Figure 1. Metal 1 (run 1).
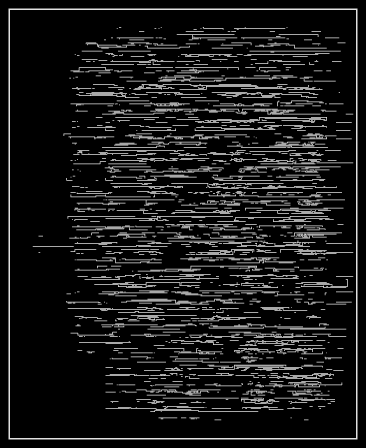
Figure 2. M2 wires (run 1).
The bar under the picture is 20 µm long. Cells faint in the background.
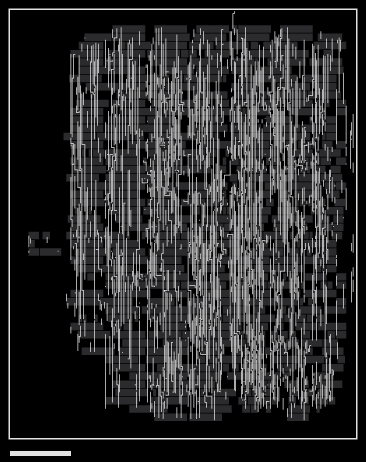
Figure 3. Metal 3 (run 1).
The bar under the picture is 20 µm long.
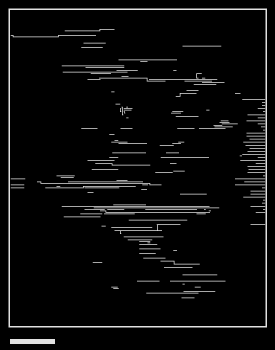
Figure 4. The metal 4 layer (run 1).
Cells faint in the background.
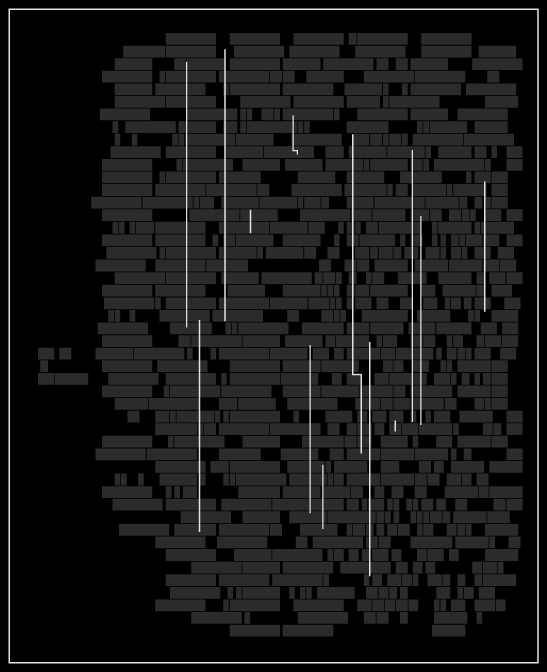
[src/rtl/bht_gshare_pht.sv]
// Gshare PHT: 2-bit saturating counters indexed by pc[IDX_W+1:2] ^ GHR, with speculative GHR and mispredict recovery.
// Latency: lookup response 1 cycle after acceptance; resolve updates are a 2-stage read-modify-write (write lands end of T+1).
// Backpressure: pred_ready low only during the post-reset init sweep (2**IDX_W cycles); in RUN one lookup/update per cycle, no stall.
//
// Ports: clk/rst (sync, active-high); pred_valid/pred_pc/pred_ready fetch lookup;
//        rsp_valid/rsp_taken/rsp_idx/rsp_ghr registered response; upd_* resolve-side update
//        and recovery; ghr_out exposes the current global history.
module bht_gshare_pht #(
    parameter int          PC_W     = 32,
    parameter int          IDX_W    = 6,
    parameter int          GHR_W    = 6,
    parameter logic [1:0]  INIT_STT = 2'b01
) (
    input  logic             clk,
    input  logic             rst,
    output logic             pred_ready,
    input  logic             pred_valid,
    input  logic [PC_W-1:0]  pred_pc,
    output logic             rsp_valid,
    output logic             rsp_taken,
    output logic [IDX_W-1:0] rsp_idx,
    output logic [GHR_W-1:0] rsp_ghr,
    input  logic             upd_valid,
    input  logic [IDX_W-1:0] upd_idx,
    input  logic             upd_taken,
    input  logic             upd_mispred,
    input  logic [GHR_W-1:0] upd_ghr,
    output logic [GHR_W-1:0] ghr_out
);

    localparam int DEPTH = 1 << IDX_W;

    typedef enum logic {ST_INIT, ST_RUN} state_t;

    state_t           state_q, state_d;
    logic [IDX_W-1:0] ptr_q, ptr_d;
    logic [1:0]       pht [DEPTH];
    logic [GHR_W-1:0] ghr_q;

    // U2 stage registers: index, resolved direction and counter state read in U1
    logic             u2_vld;
    logic [IDX_W-1:0] u2_idx;
    logic             u2_taken;
    logic [1:0]       u2_stt;
    logic [1:0]       u2_next;

    logic             running;
    logic             lkp_fire;
    logic             upd_fire;
    logic             recover;
    logic [IDX_W-1:0] pred_idx;
    logic [1:0]       pred_stt;
    logic [1:0]       upd_stt;
    logic             unused_bits;

    assign running    = (state_q == ST_RUN);
    assign pred_ready = running & ~rst;
    assign lkp_fire   = pred_valid & running;
    assign upd_fire   = upd_valid & running;
    assign recover    = upd_fire & upd_mispred;
    assign ghr_out    = ghr_q;

    assign pred_idx = pred_pc[IDX_W+1:2] ^ IDX_W'(ghr_q);

    assign unused_bits = ^{pred_pc[PC_W-1:IDX_W+2], pred_pc[1:0], upd_ghr[GHR_W-1]};

    // Saturating counter step for the write committing this cycle
    always_comb begin
        u2_next = u2_stt;
        if (u2_taken) begin
            if (u2_stt != 2'b11) u2_next = u2_stt + 2'b01;
        end else begin
            if (u2_stt != 2'b00) u2_next = u2_stt - 2'b01;
        end
    end

    // Both read ports see the U2 write that commits this cycle; a same-cycle U1
    // update to the lookup index is not visible until its own U2 cycle.
    assign pred_stt = (u2_vld && (u2_idx == pred_idx)) ? u2_next : pht[pred_idx];
    assign upd_stt  = (u2_vld && (u2_idx == upd_idx))  ? u2_next : pht[upd_idx];

    always_comb begin
        state_d = state_q;
        ptr_d   = ptr_q;
        if (state_q == ST_INIT) begin
            ptr_d = ptr_q + 1'b1;
            if (ptr_q == IDX_W'(DEPTH - 1)) state_d = ST_RUN;
        end
    end

    always_ff @(posedge clk) begin
        if (rst) begin
            state_q   <= ST_INIT;
            ptr_q     <= '0;
            ghr_q     <= '0;
            u2_vld    <= 1'b0;
            u2_idx    <= '0;
            u2_taken  <= 1'b0;
            u2_stt    <= '0;
            rsp_valid <= 1'b0;
            rsp_taken <= 1'b0;
            rsp_idx   <= '0;
            rsp_ghr   <= '0;
        end else begin
            state_q   <= state_d;
            ptr_q     <= ptr_d;
            u2_vld    <= upd_fire;
            u2_idx    <= upd_idx;
            u2_taken  <= upd_taken;
            u2_stt    <= upd_stt;
            rsp_valid <= lkp_fire;
            if (lkp_fire) begin
                rsp_taken <= pred_stt[1];
                rsp_idx   <= pred_idx;
                rsp_ghr   <= ghr_q;
            end
            // Recovery wins over the speculative shift of a same-cycle lookup
            if (recover) begin
                ghr_q <= {upd_ghr[GHR_W-2:0], upd_taken};
            end else if (lkp_fire) begin
                ghr_q <= {ghr_q[GHR_W-2:0], pred_stt[1]};
            end
        end
    end

    // Table storage: init sweep and U2 writes are mutually exclusive by FSM state;
    // a U2 write coinciding with rst is dropped.
    always_ff @(posedge clk) begin
        if (!rst) begin
            if (state_q == ST_INIT) begin
                pht[ptr_q] <= INIT_STT;
            end else if (u2_vld) begin
                pht[u2_idx] <= u2_next;
            end
        end
    end

endmodule

[config.mk]
export PLATFORM = sky130hd
export DESIGN_NAME = bht_gshare_pht
export DESIGN_NICKNAME = d
export VERILOG_FILES = /design/src/rtl/bht_gshare_pht.sv
export SDC_FILE = /design/constraint.sdc
export NUM_CORES = 1
export LEC_CHECK = 0
export CORE_ASPECT_RATIO = 1.25
export CORE_MARGIN = 3
export CORE_UTILIZATION = 52
export DETAILED_ROUTE_END_ITERATION = 7
export GPL_TIMING_DRIVEN = 1
export PLACE_DENSITY = 0.76
export SYNTH_ARGS = -nofsm -noshare
export SYNTH_HDL_FRONTEND = slang
export SYNTH_SLANG_ARGS = --single-unit
[constraint.sdc]
create_clock -name clk -period 2.4 [get_ports clk]
set_clock_uncertainty 0.05 [all_clocks]
set_input_delay 0.24 -clock clk [delete_from_list [all_inputs] [get_ports clk]]
set_output_delay 0.24 -clock clk [all_outputs]
set_load 0.05 [all_outputs]
==> results_slide.txt, run 1 <==
Run Summary

Clocking
  – CTS buffer count: 17
  – TritonCTS clock tree: yes
  – Clock insertion delay at the later pin of the skew report: roughly 0.44 ns
  – Number of levels in the clock H-tree: 4

Setup path
  – Crit path required time: 2.66 ns
  – Launch point of the worst path: pht[0][0]$_DFFE_PP_
  – Crit path largest cell delay: 0.53 ns
  – Capturing element type of the critical path: register
  – Cell Chain, Critical Path: mux4_2 > mux4_2 > mux4_2 > mux2i_1 > nor2_1
  – Highest fanout seen on the critical path: 1
  – Register-to-register path setup slack: ~0.11 ns
  – Most frequent cell on the critical path: sky130_fd_sc_hd__mux4_2

Logic synthesis
  – Top cell type by instance count after synthesis: sky130_fd_sc_hd__edfxtp_1
  – Area reported by Yosys stat: ~7600 µm²
  – Post-synthesis async set-or-reset flop share: 0%
  – Share of the yosys chip area belonging to registers: 60.6%
  – Leading register cell type out of synthesis: sky130_fd_sc_hd__edfxtp_1
  – Synth Net Count: between 500 and 600
  – Simple-Gate Area Share: between 10% and 20%
  – Count of flip-flops with a built-in enable after synthesis: 128
  – Average instance area after synthesis: between 10 and 15 µm²
  – Mux cell area share: 18.6%
  – Compound-cell area share of the yosys netlist: 4.26%
  – Area contributors post-synth: sky130_fd_sc_hd__edfxtp_1 51%, sky130_fd_sc_hd__mux4_2 17%, sky130_fd_sc_hd__dfxtp_1 9.8%
  – Xor-xnor portion of the synthesized cell area: ~3.7%

Status
  – Status: finished clean

Job
  – OpenROAD warning count: roughly 53

Route
  – Total DRC errors in the routed layout: 0
  – Post-detailed-route via-to-cell ratio: slightly above 6
  – Avg WL per Cell: ~23 µm
  – Antenna violation net count after detailed routing: 0
  – First-pass DRT Iterations: 5

Power
  – Leak pwr: between 3 and 4 nW

STA
  – Final slew viol count: 0
  – Worst slew margin: a little over half
  – Shortest clock period the worst path allows after layout: between 2 and 2.5 ns
  – Final hold viol count: 0

Floorplan
  – Core area: about 14000 µm²
  – FP Core Util: 53.9%
  – I/O pin count: approximately 70
  – Die extent in y: approximately 140 µm

Placement
  – Number of cells after detailed placement: 774
  – GPL Wtd Cong: between 0.9 and 1
  – Count of input and output buffers: about 43
  – Cell area reported after detailed placement: ~8700 µm²

Finish
  – Antenna diodes: 0

Global route
  – Residual overflow from global routing: 0
  – Antenna violations before repair: 0
  – Global-route wire length before repair: around 29 mm
## Picture notes: Figure 1
nets with wire on the layer: 601
wire length on this layer: 7010 µm
longest straight run: 29.9 µm
share of all routed wire: 38%

## Picture notes: Figure 2
main direction: vertical
wire length on this layer: 9400 µm
global-route met2 utilization: 40.4%
via total after detailed routing: 4995
final routed wirelength across all metal layers: 18.4 mm

## Picture notes: Figure 3
main direction: horizontal
wire length on this layer: 1550 µm

## Picture notes: Figure 4
longest straight run: 58.5 µm
share of all routed wire: 2.6%
nets with wire on the layer: 9
main direction: vertical

[run 1: what timing repair did]
action / 4_1_cts / 5_1_grt
resized: 0 / 6
setup endpoints to repair: 0 / 2
hold buffers: 0 / 0
[run 1: registers in the layout (all words and copies together) (netlist names)]
register and flops:
u2_taken 1, rsp_valid 1, u2_stt 2, rsp_ghr 6, running 1, ghr_out 6
u2_idx 6, u2_vld 1, ptr_q 6, pht 128, rsp_idx 6, rsp_taken 1
[run 1: power by group]
| group | switching (W) | leakage, nW | internal, W | total [W] |
|---|---|---|---|---|
| Sequential | 0.0000216 | 1.76 | 0.00305 | 0.00307 |
| Clock | 0.00130 | 0.292 | 0.00141 | 0.00271 |
| Combinational | 0.000188 | 1.36 | 0.000189 | 0.000377 |
| Total | 0.00151 | 3.41 | 0.00465 | 0.00616 |
[run 1: worst min path at each step]
stage / endpoint / cells after the start / startpoint
detailed placement: rsp_ghr[3]$_SDFFE_PP0P_ / 2 / rsp_ghr[3]$_SDFFE_PP0P_
floorplan: rsp_valid$_SDFF_PP0_ / 1 / pred_valid
finish: u2_vld$_SDFF_PP0_ / 2 / upd_valid
global route: u2_idx[1]$_SDFF_PP0_ / 4 / upd_idx[1]
CTS: u2_idx[1]$_SDFF_PP0_ / 4 / upd_idx[1]
global placement: rsp_ghr[1]$_SDFFE_PP0P_ / 2 / rsp_ghr[1]$_SDFFE_PP0P_
[run 1: through the flow]
stage | hold WS [ns] | util (%) | setup WS, ns
floorplan | 0.312 | - | 0.00975
global placement | 0.394 | 61.7 | -0.230
detailed placement | 0.399 | 61.7 | -0.267
CTS | 0.354 | 65.9 | 0.0619
global route | 0.386 | 66.2 | 0.0128
finish | 0.368 | 66.2 | 0.110
[run 1: routing by layer]
| metal | routed length [µm] | track usage (%) |
|---|---|---|
| met3 | 1550 | 6.27 |
| met1 | 7010 | 30.2 |
| met4 | 478 | 9.32 |
| met2 | 9400 | 40.4 |
| met5 | 0 | 0 |
[run 1: cells in the final DEF (no fill, tap or decap), types with 5 or more instances in the layout]
cell,instances
sky130_fd_sc_hd__buf_4,50
sky130_fd_sc_hd__inv_8,6
sky130_fd_sc_hd__nand2b_1,5
sky130_fd_sc_hd__nor2_1,89
sky130_fd_sc_hd__nand2_1,44
sky130_fd_sc_hd__a21oi_1,9
sky130_fd_sc_hd__xor2_1,9
sky130_fd_sc_hd__xnor2_1,10
sky130_fd_sc_hd__nand3_1,9
sky130_fd_sc_hd__clkdlybuf4s50_1,39
sky130_fd_sc_hd__clkbuf_16,17
sky130_fd_sc_hd__o21ai_0,11
sky130_fd_sc_hd__nor2b_1,9
sky130_fd_sc_hd__a31oi_1,9
sky130_fd_sc_hd__mux2i_1,10
sky130_fd_sc_hd__edfxtp_1,128
sky130_fd_sc_hd__buf_12,11
sky130_fd_sc_hd__mux4_2,58
sky130_fd_sc_hd__dfxtp_1,35
sky130_fd_sc_hd__a211oi_1,5
[run 1: area by class of cell]
class	instances	area (µm²)
clock buffer	17	425
clock inverter	15	175
fill	968	4760
inverter	4	15.0
multi-input combinational	327	2870
sequential	165	4590
tap	175	219
timing repair buffer	103	1010
Figure 5. Track usage over the die (run 1).
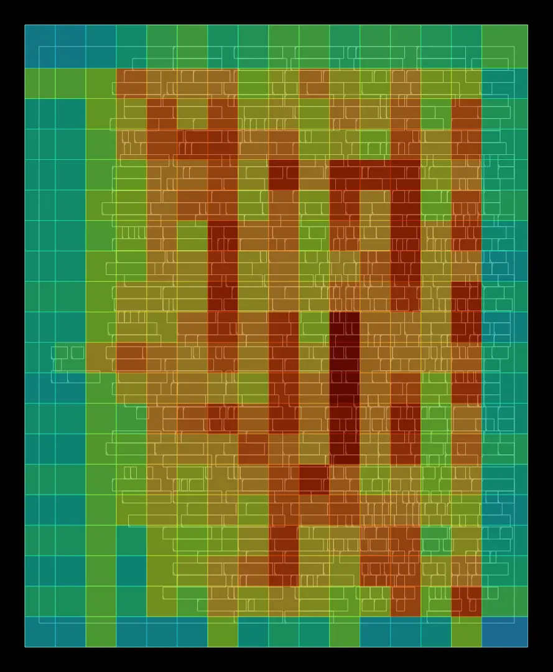

==> run 2: changes to the inputs <==
--- a/config.mk
+++ b/config.mk
@@ -8,9 +8,10 @@
 export CORE_ASPECT_RATIO = 1.25
 export CORE_MARGIN = 3
 export CORE_UTILIZATION = 52
+export CTS_CLUSTER_SIZE = 8
 export DETAILED_ROUTE_END_ITERATION = 7
 export GPL_TIMING_DRIVEN = 1
-export PLACE_DENSITY = 0.76
+export PLACE_DENSITY = 0.8
 export SYNTH_ARGS = -nofsm -noshare
 export SYNTH_HDL_FRONTEND = slang
 export SYNTH_SLANG_ARGS = --single-unit
==> constraint.sdc (replaced) <==
create_clock -name clk -period 2.4 [get_ports clk]
set_clock_uncertainty 0.05 [all_clocks]
set_input_delay 0.24 -clock clk [delete_from_list [all_inputs] [get_ports clk]]
set_output_delay 0.24 -clock clk [all_outputs]
set_load 0.1 [all_outputs]
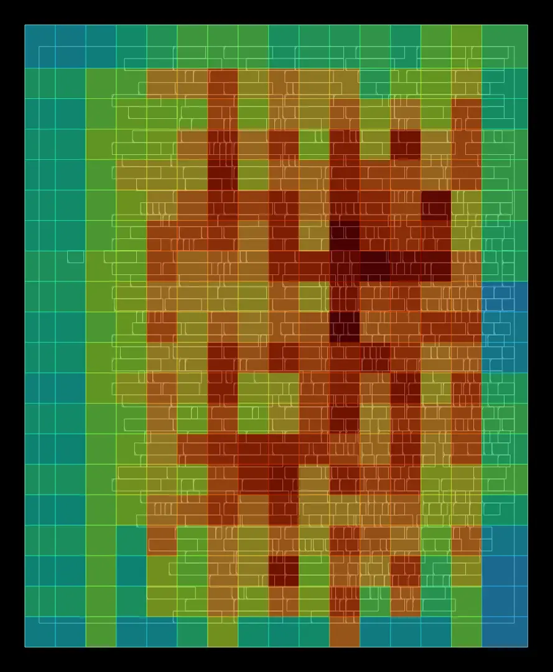
Figure 6: run 2, track usage over the die.
global routing usage summed across all routing layers: 25.6%
final core occ: 66.3%

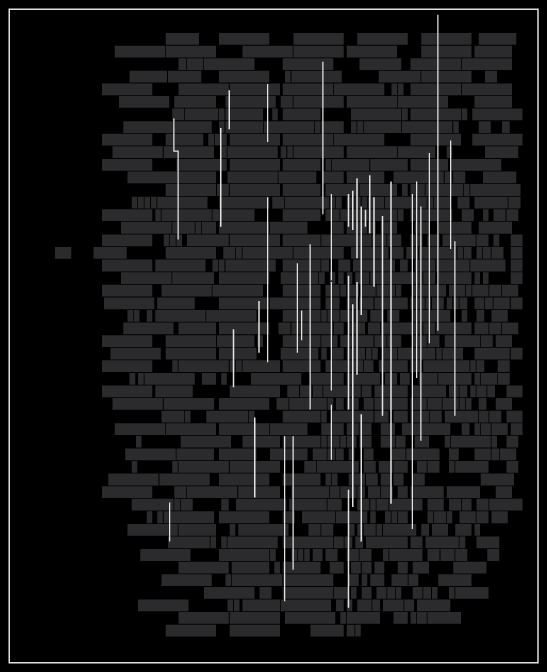
Figure 7: run 2, the metal 4 layer.
Cells faint in the background.
share of all routed wire: 5.2%
wire length on this layer: 1040 µm
nets with wire on the layer: 32
main direction: vertical
via total after detailed routing: 5317
final routed wirelength across all metal layers: 20.1 mm

==> results_slide.txt, run 2 <==
Run Summary

Status
  – Status: finished clean (unchanged)

Logic synthesis
  – Share of the yosys chip area belonging to registers: 60.6% (unchanged)
  – Synth Net Count: 575 (unchanged)
  – Area contributors post-synth: sky130_fd_sc_hd__edfxtp_1 51%, sky130_fd_sc_hd__mux4_2 17%, sky130_fd_sc_hd__dfxtp_1 9.8% (unchanged)
  – Compound-cell area share of the yosys netlist: 4.26% (unchanged)
  – Mux cell area share: 18.6% (unchanged)
  – Xor-xnor portion of the synthesized cell area: 3.69% (unchanged)
  – Top cell type by instance count after synthesis: sky130_fd_sc_hd__edfxtp_1 (unchanged)
  – Area reported by Yosys stat: 7570 µm² (unchanged)
  – Simple-Gate Area Share: 10.4% (unchanged)
  – Average instance area after synthesis: 14.4 µm² (unchanged)
  – Leading register cell type out of synthesis: sky130_fd_sc_hd__edfxtp_1 (unchanged)

Global route
  – Global-route wire length before repair: 30.5 mm (was 28.5 mm)
  – Residual overflow from global routing: 0 (unchanged)
  – Antenna violations before repair: 0 (unchanged)

Clocking
  – CTS buffer count: 17 (unchanged)
  – Post-CTS Hold Fix Bufs: 0 (unchanged)
  – Number of levels in the clock H-tree: 4 (unchanged)
  – Clock insertion delay at the later pin of the skew report: 0.43 ns (was 0.44 ns)

Placement
  – Number of cells after detailed placement: 774 (unchanged)
  – Cell area reported after detailed placement: 8610 µm² (was 8670 µm²)
  – Count of input and output buffers: 43 (unchanged)

Route
  – First-pass DRT Iterations: 5 (unchanged)
  – Antenna violation net count after detailed routing: 0 (unchanged)
  – Avg WL per Cell: 24.7 µm (was 22.9 µm)
  – Total DRC errors in the routed layout: 0 (unchanged)

Setup path
  – Crit path required time: 2.65 ns (was 2.66 ns)
  – Capturing element type of the critical path: register (unchanged)
  – Register-to-register path setup slack: 0.04 ns (was 0.11 ns)
  – Cell Chain, Critical Path: xnor2_4 > buf_6 > buf_12 > mux4_2 > mux2i_2 > a2111oi_1 > a32oi_1 > o31a_1 > o32ai_1 (was mux4_2 > mux4_2 > mux4_2 > mux2i_1 > nor2_1)

Power
  – Leak pwr: 3.48 nW (was 3.41 nW)

Floorplan
  – I/O pin count: 71 (unchanged)
  – Die Width: 114 µm (unchanged)
  – Core area: 14100 µm² (unchanged)
  – FP Core Util: 53.9% (unchanged)
  – Die extent in y: 141 µm (unchanged)

Finish
  – Register ranked first by flip-flop count: pht (unchanged)
  – Max reg flops: 128 (unchanged)
  – Most common cell after layout, fill and taps aside: sky130_fd_sc_hd__edfxtp_1 (unchanged)

STA
  – Worst hold slack after final layout: 0.393 ns (was 0.368 ns)
  – Final hold viol count: 0 (unchanged)
  – Worst slew margin: 29.8% (was 54.1%)
  – Shortest clock period the worst path allows after layout: 2.36 ns (was 2.29 ns)
  – Final slew viol count: 0 (unchanged)

Job
  – OpenROAD warning count: 54 (was 53)
## run 2: timing repair
action / 4_1_cts / 5_1_grt
buffers inserted: 0 / 6
setup endpoints to repair: 0 / 2
resized: 0 / 7
## run 2: layout make-up
type / instances / area (µm²)
flip-flops and latches: 165 / 4600
multi-input cells: 327 / 2860
repair buffers: 110 / 1020
clock buffers: 20 / 467
fillers: 898 / 4730
inverters: 4 / 15.0
well taps: 175 / 219
clock inverters: 12 / 140
## run 2: how the worst min path moves through the flow
| stage | start | cells after the start | to |
|---|---|---|---|
| floorplan | pred_valid | 1 | rsp_valid$_SDFF_PP0_ |
| global placement | rsp_ghr[5]$_SDFFE_PP0P_ | 2 | rsp_ghr[5]$_SDFFE_PP0P_ |
| detailed placement | rsp_ghr[1]$_SDFFE_PP0P_ | 2 | rsp_ghr[1]$_SDFFE_PP0P_ |
| CTS | upd_ghr[3] | 3 | ghr_out[4]$_SDFFE_PP0P_ |
| global route | upd_idx[0] | 4 | u2_idx[0]$_SDFF_PP0_ |
| finish | upd_ghr[3] | 3 | ghr_out[4]$_SDFFE_PP0P_ |
## run 2: per-layer routing
metal  vias up  GRT usage [%]  wire length [µm]
li1       2205              -                 -
met5         -              0                 0
met3        84           5.54              1980
met4         0           12.9              1040
met1      2629           31.6              7070
met2       399           42.8             10000
## run 2: logic make-up after synthesis
logic type	after synthesis
fa+ha+maj	3
xor+xnor	25
mux	68
buf+inv	32
simple gates	181
flops	165
compound gates	50
## run 2: report_power, final
group	switching, W	internal [W]	leakage (nW)	total (W)
registers	0.0000227	0.00305	1.76	0.00307
logic	0.000196	0.000206	1.42	0.000402
clock network	0.00113	0.00163	0.292	0.00276
## run 2: per-stage QoR
stage               setup slack, ns  TNS (ns)
floorplan                   0.00102         0
global placement             -0.308     -5.90
detailed placement           -0.307     -8.52
CTS                         0.00444         0
global route                -0.0707   -0.0713
finish                       0.0354         0
## run 2: tightest hold or removal path, delay by kind of cell
family                 cells  cell delay, ns
AND-OR/OR-AND              2            0.19
buffers and inverters      1            0.39
No activity file was given, so power comes from the tool's default toggle rates.
